===== src/rtl/seq_addr_counter.sv =====
// Sequence address generator for the pattern ROM: start/busy/done protocol, round-limit clamp,
// one-cycle terminal-count pulse. Define SEQ_CNT_WRAP_EN to make a finished round restart at 0.
module seq_addr_counter #(
    parameter int unsigned ADDR_W    = 4,
    parameter int unsigned ROUND_MAX = 15
) (
    input  logic              clk,
    input  logic              R,
    input  logic              start,
    input  logic              E,
    input  logic [ADDR_W-1:0] data,
    output logic [ADDR_W-1:0] SEQFPGA,
    output logic              tc,
    output logic              busy,
    output logic              done,
    output logic [ADDR_W-1:0] remaining
);

    localparam logic [1:0] IDLE = 2'd0;
    localparam logic [1:0] RUN  = 2'd1;
    localparam logic [1:0] DONE = 2'd2;

    localparam logic [ADDR_W-1:0] LIM_MAX = ROUND_MAX[ADDR_W-1:0];

    // Handshake: a one-cycle start is always accepted (it restarts any sequence in progress);
    // busy is high from the edge after start until the final step, then done stays high
    // until the next start or R. E only counts while busy; start beats E in the same cycle.
    logic [1:0]        state;
    logic [ADDR_W-1:0] lim;
    logic [ADDR_W-1:0] idx;
    logic [ADDR_W-1:0] new_lim;

    assign new_lim = (data > LIM_MAX) ? LIM_MAX : data;

    always_ff @(posedge clk) begin
        if (R) begin
            state     <= IDLE;
            lim       <= '0;
            idx       <= '0;
            tc        <= 1'b0;
            remaining <= '0;
        end else begin
            tc <= 1'b0;
            if (start) begin
                state     <= RUN;
                lim       <= new_lim;
                idx       <= '0;
                remaining <= new_lim;
            end else if (state == RUN && E) begin
                if (idx == lim) begin
                    tc <= 1'b1;
`ifdef SEQ_CNT_WRAP_EN
                    idx       <= '0;
                    remaining <= lim;
`else
                    // idx deliberately holds at lim so the ROM keeps seeing the last address.
                    state     <= DONE;
                    remaining <= '0;
`endif
                end else begin
                    idx       <= idx + 1'b1;
                    remaining <= remaining - 1'b1;
                end
            end
        end
    end

    assign SEQFPGA = idx;
    assign busy    = (state == RUN);
    assign done    = (state == DONE);

endmodule


===== config.mk =====
export PLATFORM = sky130hd
export DESIGN_NAME = seq_addr_counter
export DESIGN_NICKNAME = d
export VERILOG_FILES = /design/src/rtl/seq_addr_counter.sv
export SDC_FILE = /design/constraint.sdc
export NUM_CORES = 1
export LEC_CHECK = 0
export CAP_MARGIN = 10
export CELL_PAD_IN_SITES_DETAIL_PLACEMENT = 0
export CELL_PAD_IN_SITES_GLOBAL_PLACEMENT = 1
export CORE_AREA = 2 2 49 51
export DETAILED_ROUTE_END_ITERATION = 7
export DIE_AREA = 0 0 51 53
export PLACE_DENSITY_LB_ADDON = 0.1
export RECOVER_POWER = 50
export SYNTH_ARGS = -nofsm -noshare
export SYNTH_HDL_FRONTEND = slang
export SYNTH_SLANG_ARGS = --single-unit

===== constraint.sdc =====
create_clock -name clk -period 1.8 [get_ports clk]
set_input_delay 0.36 -clock clk [delete_from_list [all_inputs] [get_ports clk]]
set_output_delay 0.36 -clock clk [all_outputs]
set_load 0.01 [all_outputs]

### Placement density heat map, run 1

Drawn at 4 px/µm. 10 x 11 tiles, from dark purple (low) to yellow (high), 0 to 100% covered.
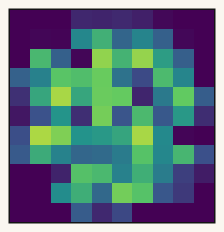
11% of the tiles are over 75% full. 26% of the tiles are nearly empty. The mean over all tiles is 34%. The densest ninth of the die: centre.
final core utilization: 44.0%
FP Util: 32.2%
core box area: 0.00215 mm²

### Port wiring, run 1

Drawn at 8 px/µm.
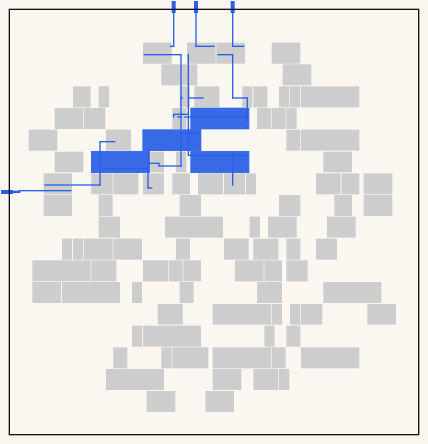
Blue shows remaining, bits 4, direction output, end cells 4, buffers 4, wire 122 µm.

==> impl_metrics.toml <==
# implementation run metrics
[status]
outcome = "finished clean"

[floorplanning]
die_x_um = 51

[layout]
logic_gate_count = 56
seq_area_um2 = 300
drive_above_1_share_pct = 8.00

[detailed_routing]
ant_nets = 0
routed-wl-met2_um = 721
viasPerCell = 4.94

[logic_synthesis]
synthMuxAreaShare_pct = 5.79
top_cells_by_area = "dfxtp_1 43%, xnor2_1 8.9%, mux2i_1 5.8%"
ys_sh_aoi_pct = 17.4
synth_top_area_share_pct = 43.4

[place]
hpwl_um = 1220

[critical_path]
r2r_slack_ps = 340
crit_chain = "nor2b_1 -> clkdlybuf4s50_1"
critPathMaxStageDelay_ps = 530

[global_routing]
busiest_layer = "met2"
grt_use_met2_pct = 21.9
use_met3_pct = 5.65

[clock_tree]
clk-insertion-delay-late_ps = 280

[sta]
hold_viol = 0

[job]
warnings = 26
### Register map, names as in the netlist, run 1

Drawn at 8 px/µm.
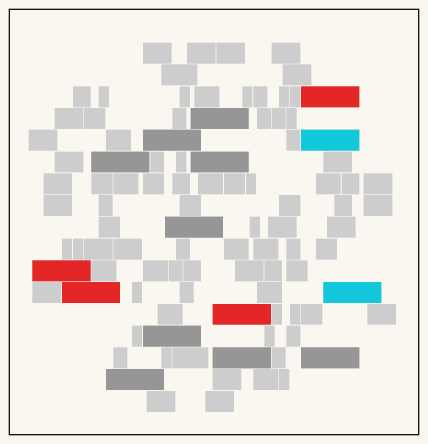
Cyan shows state, flops 2. Red shows lim, flops 4.

### Gate-type map, run 1

Drawn at 10 px/µm.
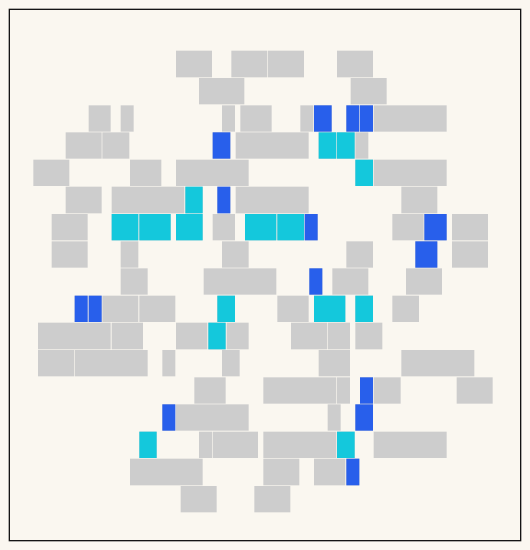
Cyan shows aoi and oai cells, cells 15. Blue shows nor cells, cells 15.

